[src/rtl/main_mem_arbiter.sv]
`default_nettype none
// ============================================================================
// Module   : main_mem_arbiter
// Purpose  : Round-robin arbiter sharing one main-memory port between the
//            instruction fetch port (p0, read-only) and the exec port (p1).
// Revision : 1.0 - initial release
// ============================================================================
module main_mem_arbiter #(
    parameter int ADDR_W = 32,
    parameter int DATA_W = 32
) (
    input  logic              clk,
    input  logic              reset,
    input  logic [ADDR_W-1:0] p0_rd_addr,
    input  logic              p0_rd_valid,
    output logic [DATA_W-1:0] p0_rd_data,
    output logic              p0_rd_ready,
    input  logic [ADDR_W-1:0] p1_rd_addr,
    input  logic              p1_rd_valid,
    output logic [DATA_W-1:0] p1_rd_data,
    output logic              p1_rd_ready,
    input  logic [ADDR_W-1:0] p1_wr_addr,
    input  logic [DATA_W-1:0] p1_wr_data,
    input  logic              p1_wr_valid,
    output logic              p1_wr_ready,
    output logic [ADDR_W-1:0] mem_rd_addr,
    output logic              mem_rd_valid,
    input  logic [DATA_W-1:0] mem_rd_data,
    input  logic              mem_rd_ready,
    output logic [ADDR_W-1:0] mem_wr_addr,
    output logic [DATA_W-1:0] mem_wr_data,
    output logic              mem_wr_valid,
    input  logic              mem_wr_ready
);

    typedef enum logic [1:0] {
        S_IDLE  = 2'd0,
        S_ISSUE = 2'd1,
        S_RESP  = 2'd2
    } state_t;

    state_t            r_state,        w_state_nxt;
    logic              r_last_grant,   w_last_grant_nxt;
    logic              r_mask_vld,     w_mask_vld_nxt;
    logic              r_mask_port,    w_mask_port_nxt;
    logic              r_gnt_port,     w_gnt_port_nxt;
    logic              r_gnt_wr,       w_gnt_wr_nxt;
    logic [ADDR_W-1:0] r_mem_rd_addr,  w_mem_rd_addr_nxt;
    logic [ADDR_W-1:0] r_mem_wr_addr,  w_mem_wr_addr_nxt;
    logic [DATA_W-1:0] r_mem_wr_data,  w_mem_wr_data_nxt;
    logic              r_mem_rd_valid, w_mem_rd_valid_nxt;
    logic              r_mem_wr_valid, w_mem_wr_valid_nxt;
    logic [DATA_W-1:0] r_p0_rd_data,   w_p0_rd_data_nxt;
    logic [DATA_W-1:0] r_p1_rd_data,   w_p1_rd_data_nxt;
    logic              r_p0_rd_ready,  w_p0_rd_ready_nxt;
    logic              r_p1_rd_ready,  w_p1_rd_ready_nxt;
    logic              r_p1_wr_ready,  w_p1_wr_ready_nxt;

    logic              w_p0_req;
    logic              w_p1_req;
    logic              w_pick;

    // The port just served still shows valid during its ready cycle, so it is
    // excluded for that one IDLE cycle.
    assign w_p0_req = p0_rd_valid && !(r_mask_vld && !r_mask_port);
    assign w_p1_req = (p1_rd_valid || p1_wr_valid) && !(r_mask_vld && r_mask_port);
    assign w_pick   = (w_p0_req && w_p1_req) ? ~r_last_grant : w_p1_req;

    always_comb begin
        w_state_nxt        = r_state;
        w_last_grant_nxt   = r_last_grant;
        w_mask_vld_nxt     = r_mask_vld;
        w_mask_port_nxt    = r_mask_port;
        w_gnt_port_nxt     = r_gnt_port;
        w_gnt_wr_nxt       = r_gnt_wr;
        w_mem_rd_addr_nxt  = r_mem_rd_addr;
        w_mem_wr_addr_nxt  = r_mem_wr_addr;
        w_mem_wr_data_nxt  = r_mem_wr_data;
        w_mem_rd_valid_nxt = r_mem_rd_valid;
        w_mem_wr_valid_nxt = r_mem_wr_valid;
        w_p0_rd_data_nxt   = r_p0_rd_data;
        w_p1_rd_data_nxt   = r_p1_rd_data;
        w_p0_rd_ready_nxt  = 1'b0;
        w_p1_rd_ready_nxt  = 1'b0;
        w_p1_wr_ready_nxt  = 1'b0;

        case (r_state)
            S_IDLE: begin
                w_mask_vld_nxt = 1'b0;
                if (w_p0_req || w_p1_req) begin
                    w_gnt_port_nxt   = w_pick;
                    w_gnt_wr_nxt     = w_pick && p1_wr_valid;
                    w_last_grant_nxt = w_pick;
                    w_state_nxt      = S_ISSUE;
                    if (w_pick && p1_wr_valid) begin
                        w_mem_wr_addr_nxt  = p1_wr_addr;
                        w_mem_wr_data_nxt  = p1_wr_data;
                        w_mem_wr_valid_nxt = 1'b1;
                    end else begin
                        w_mem_rd_addr_nxt  = w_pick ? p1_rd_addr : p0_rd_addr;
                        w_mem_rd_valid_nxt = 1'b1;
                    end
                end
            end
            S_ISSUE: begin
                if (r_gnt_wr && mem_wr_ready) begin
                    w_mem_wr_valid_nxt = 1'b0;
                    w_state_nxt        = S_RESP;
                end else if (!r_gnt_wr && mem_rd_ready) begin
                    w_mem_rd_valid_nxt = 1'b0;
                    w_state_nxt        = S_RESP;
                    if (r_gnt_port) begin
                        w_p1_rd_data_nxt = mem_rd_data;
                    end else begin
                        w_p0_rd_data_nxt = mem_rd_data;
                    end
                end
            end
            S_RESP: begin
                w_p0_rd_ready_nxt = !r_gnt_port;
                w_p1_rd_ready_nxt = r_gnt_port && !r_gnt_wr;
                w_p1_wr_ready_nxt = r_gnt_port && r_gnt_wr;
                w_mask_vld_nxt    = 1'b1;
                w_mask_port_nxt   = r_gnt_port;
                w_state_nxt       = S_IDLE;
            end
            default: begin
                w_state_nxt = S_IDLE;
            end
        endcase
    end

    always_ff @(posedge clk or negedge reset) begin
        if (!reset) begin
            r_state        <= S_IDLE;
            r_last_grant   <= 1'b1;
            r_mask_vld     <= 1'b0;
            r_mask_port    <= 1'b0;
            r_gnt_port     <= 1'b0;
            r_gnt_wr       <= 1'b0;
            r_mem_rd_addr  <= '0;
            r_mem_wr_addr  <= '0;
            r_mem_wr_data  <= '0;
            r_mem_rd_valid <= 1'b0;
            r_mem_wr_valid <= 1'b0;
            r_p0_rd_data   <= '0;
            r_p1_rd_data   <= '0;
            r_p0_rd_ready  <= 1'b0;
            r_p1_rd_ready  <= 1'b0;
            r_p1_wr_ready  <= 1'b0;
        end else begin
            r_state        <= w_state_nxt;
            r_last_grant   <= w_last_grant_nxt;
            r_mask_vld     <= w_mask_vld_nxt;
            r_mask_port    <= w_mask_port_nxt;
            r_gnt_port     <= w_gnt_port_nxt;
            r_gnt_wr       <= w_gnt_wr_nxt;
            r_mem_rd_addr  <= w_mem_rd_addr_nxt;
            r_mem_wr_addr  <= w_mem_wr_addr_nxt;
            r_mem_wr_data  <= w_mem_wr_data_nxt;
            r_mem_rd_valid <= w_mem_rd_valid_nxt;
            r_mem_wr_valid <= w_mem_wr_valid_nxt;
            r_p0_rd_data   <= w_p0_rd_data_nxt;
            r_p1_rd_data   <= w_p1_rd_data_nxt;
            r_p0_rd_ready  <= w_p0_rd_ready_nxt;
            r_p1_rd_ready  <= w_p1_rd_ready_nxt;
            r_p1_wr_ready  <= w_p1_wr_ready_nxt;
        end
    end

    assign p0_rd_data   = r_p0_rd_data;
    assign p0_rd_ready  = r_p0_rd_ready;
    assign p1_rd_data   = r_p1_rd_data;
    assign p1_rd_ready  = r_p1_rd_ready;
    assign p1_wr_ready  = r_p1_wr_ready;
    assign mem_rd_addr  = r_mem_rd_addr;
    assign mem_rd_valid = r_mem_rd_valid;
    assign mem_wr_addr  = r_mem_wr_addr;
    assign mem_wr_data  = r_mem_wr_data;
    assign mem_wr_valid = r_mem_wr_valid;

endmodule

`default_nettype wire

[config.mk]
export PLATFORM = sky130hd
export DESIGN_NAME = main_mem_arbiter
export DESIGN_NICKNAME = d
export VERILOG_FILES = /design/src/rtl/main_mem_arbiter.sv
export SDC_FILE = /design/constraint.sdc
export NUM_CORES = 1
export LEC_CHECK = 0
export CORE_MARGIN = 4
export CORE_UTILIZATION = 41
export DETAILED_ROUTE_END_ITERATION = 7
export PLACE_DENSITY = 0.89
export SYNTH_ARGS = -nofsm -noshare
export SYNTH_HDL_FRONTEND = slang
export SYNTH_SLANG_ARGS = --single-unit
[constraint.sdc]
create_clock -name clk -period 2.4 [get_ports clk]
set_input_delay 0.48 -clock clk [delete_from_list [all_inputs] [get_ports clk]]
set_output_delay 0.48 -clock clk [all_outputs]
set_load 0.01 [all_outputs]
==> results.txt <==
This memo summarizes the results of the implementation run.

Yosys
Dividing the synthesized area by the synthesized cell count gives between 15 and 20 um2. Grouping non-sequential cells by family puts the most area in multiplexers. Summing the areas of all fa, ha and maj instances in the mapped netlist gives 0% of the synthesized area.

The netlist area before placement is 0.006872 mm2. After synthesis, the design contains 427 cells according to Yosys. dfrtp_1 takes more of the synthesized area than any other cell. The area fraction of the largest cell type after synthesis is between 60 and 70%. The synthesis report lists the Yosys warning total as 0.

Drt
The DRC marker count from the first detailed-route iteration is 109. The routed via count divided by cell count is 4.772. TritonRoute output was used to compute an average wire per cell of 18.85 um.

Critical path
The report puts the cell count of the worst reg-to-reg path at 5. In this design, the stage delay of the slowest critical-path cell is 0.58 ns. Traced cell by cell, the critical path runs through clkdlybuf4s50_1, or4b_1, o211ai_2, a21o_1, buf_12, mux2_1. The critical path crosses 6 cells after its start point. For this design, the slowest cell found on the critical path is or4b_1.

STA
The max-slew check reports its worst relative slack as 67.88%. The final critical path takes up between 80% and 90% of the cycle. The final-report max-slew violation count is 0. The worst clock skew on the final layout is 0.007302 ns. The highest clock rate this design can be run at is 0.4718 GHz.

GRT
The via count of the first global-routing pass is approximately 5400.

Cells and area
The post-layout net count is 940.

Power
VDD sags by at most slightly above 0.0008 V.

Clock tree
Hold repair after CTS inserted 0 buffers. The clock tree from TritonCTS is built.

Flow run
The total of max-cap violations is 0.

Placed design
The final weighted congestion in routability-driven placement is approximately 0.75.

Run status
The run finished with clean final reports.
## where the power goes
group | switching [uW] | internal (uW)
sequential | 831 | 4380
clock | 1180 | 1690
combinational | 2560 | 4270
total | 4570 | 10300
## stage by stage
stage          instance area [um2]  total power [uW]  utilization, %  hold WS (ns)  setup slack [ns]
2_1_floorplan                 6872              8153               -        0.1844            0.4599
3_3_place_gp                 10550             11830           63.85        0.4522          -0.04542
3_5_place_dp                 10550             12150           63.85        0.4656           -0.1023
4_1_cts                      11170             15110           67.61       0.01542            0.2930
5_1_grt                      11170             15700           67.62       0.02618            0.2340
6_report                     11170             14910           67.62      0.007151            0.2806
## logic make-up (layout without fill, tap and decap cells)
family,count (synthesis),after routing
simple gates,29,29
buf+inv,24,383
other cells,0,1
compound gates,9,9
mux,193,193
flops,172,172
## cell type report
type	count	area, um2
Multi-Input combinational cell	231	2430
Timing Repair Buffer	348	3530
Antenna cell	1	2.502
Clock inverter	14	181.4
Fill cell	1156	5350
Inverter	3	11.26
Tap cell	220	275.3
Clock buffer	18	439.2
Sequential cell	172	4305
## worst register-to-register path, stage by stage, from the launching register on
cell and delay (ns):
dfrtp_1 0.45, or4b_1 0.52, o211ai_2 0.10, a21o_1 0.17
buf_12 0.24, mux2_1 0.37
## final timing paths
check	start	endpoint	slack (ns)
worst max-delay path	p1_wr_valid	mem_rd_addr[5]	0.28
worst min-delay path	reset	p0_rd_data[4]	0.007
worst max register to register	r_mask_vld	mem_rd_addr[5]	0.43
worst min register to register	mem_rd_addr[16]	mem_rd_addr[16]	0.49
max in group asynchronous	reset	r_last_grant	1.72
min in group clk	mem_rd_addr[16]	mem_rd_addr[16]	0.49
## metal layers
metal | vias up | track usage, % | share of wire (%)
li1 | 2202 | - | -
met1 | 2355 | 20.92 | 35
met2 | 217 | 35.71 | 53
met3 | 31 | 7.122 | 9.4
met4 | 0 | 7.650 | 2.2
met5 | - | 0 | 0
## state kept, by name, summed over array words and instances, names as in the netlist, 2 cells and up
signal and count:
mem_rd_addr 32, mem_wr_addr 32, mem_wr_data 32, p0_rd_data 32, p1_rd_data 32, r_state 2
## cells in the mapped netlist
cell / instances
a2bb2oi_2: 1
dfrtp_1: 171
inv_1: 3
o21a_1: 1
nand3_1: 1
a21oi_1: 3
buf_2: 13
mux2_4: 9
nand2_1: 17
nor2b_1: 2
buf_4: 3
o21ai_1: 1
buf_6: 1
mux2_1: 33
nor3b_1: 1
mux2i_1: 1
o211ai_2: 1
o211ai_1: 1
dfstp_2: 1
a21o_1: 1
mux2_2: 150
buf_8: 3
nand2b_1: 1
clkbuf_2: 1
nor2_1: 5
and3_1: 1
or4b_1: 1
Pin placement:
Scale: 3 px per um. Pins as bars across the die edge, other pins in grey.
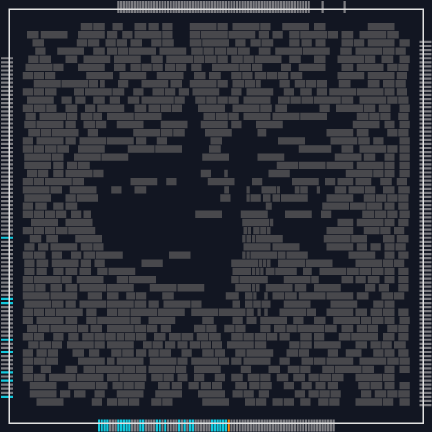
`mem_wr_addr` -> cyan  # pins 32, direction output, edge 24 south, 8 west
`p0_rd_valid` -> orange  # pins 1, direction input, edge south
all pins by edge = 90 east, 86 south, 84 west, 72 north
height of the die: 137.5 um
port bufs: 331
width of the die: 137.5 um

Met2 routing:
Scale: 3 px per um.
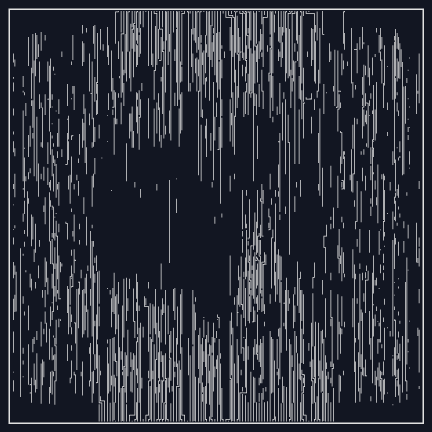
longest straight run = 64.1 um
share of all routed wire = 53%
main direction = vertical
nets with wire on the layer = 878

Placement view:
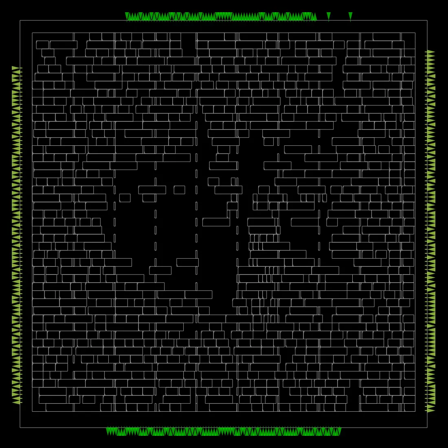
row cnt: 47
Seq cells: 172
number of fill cells in the layout: 1156
non-filler cells in the finished layout: 1007

Port wiring:
Scale: 2 px per um.
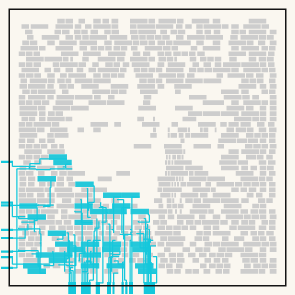
`mem_wr_addr` -> cyan  # direction output, end cells 32, buffers 32, wire 1270 um

Power is estimated from default activity; no workload was simulated.
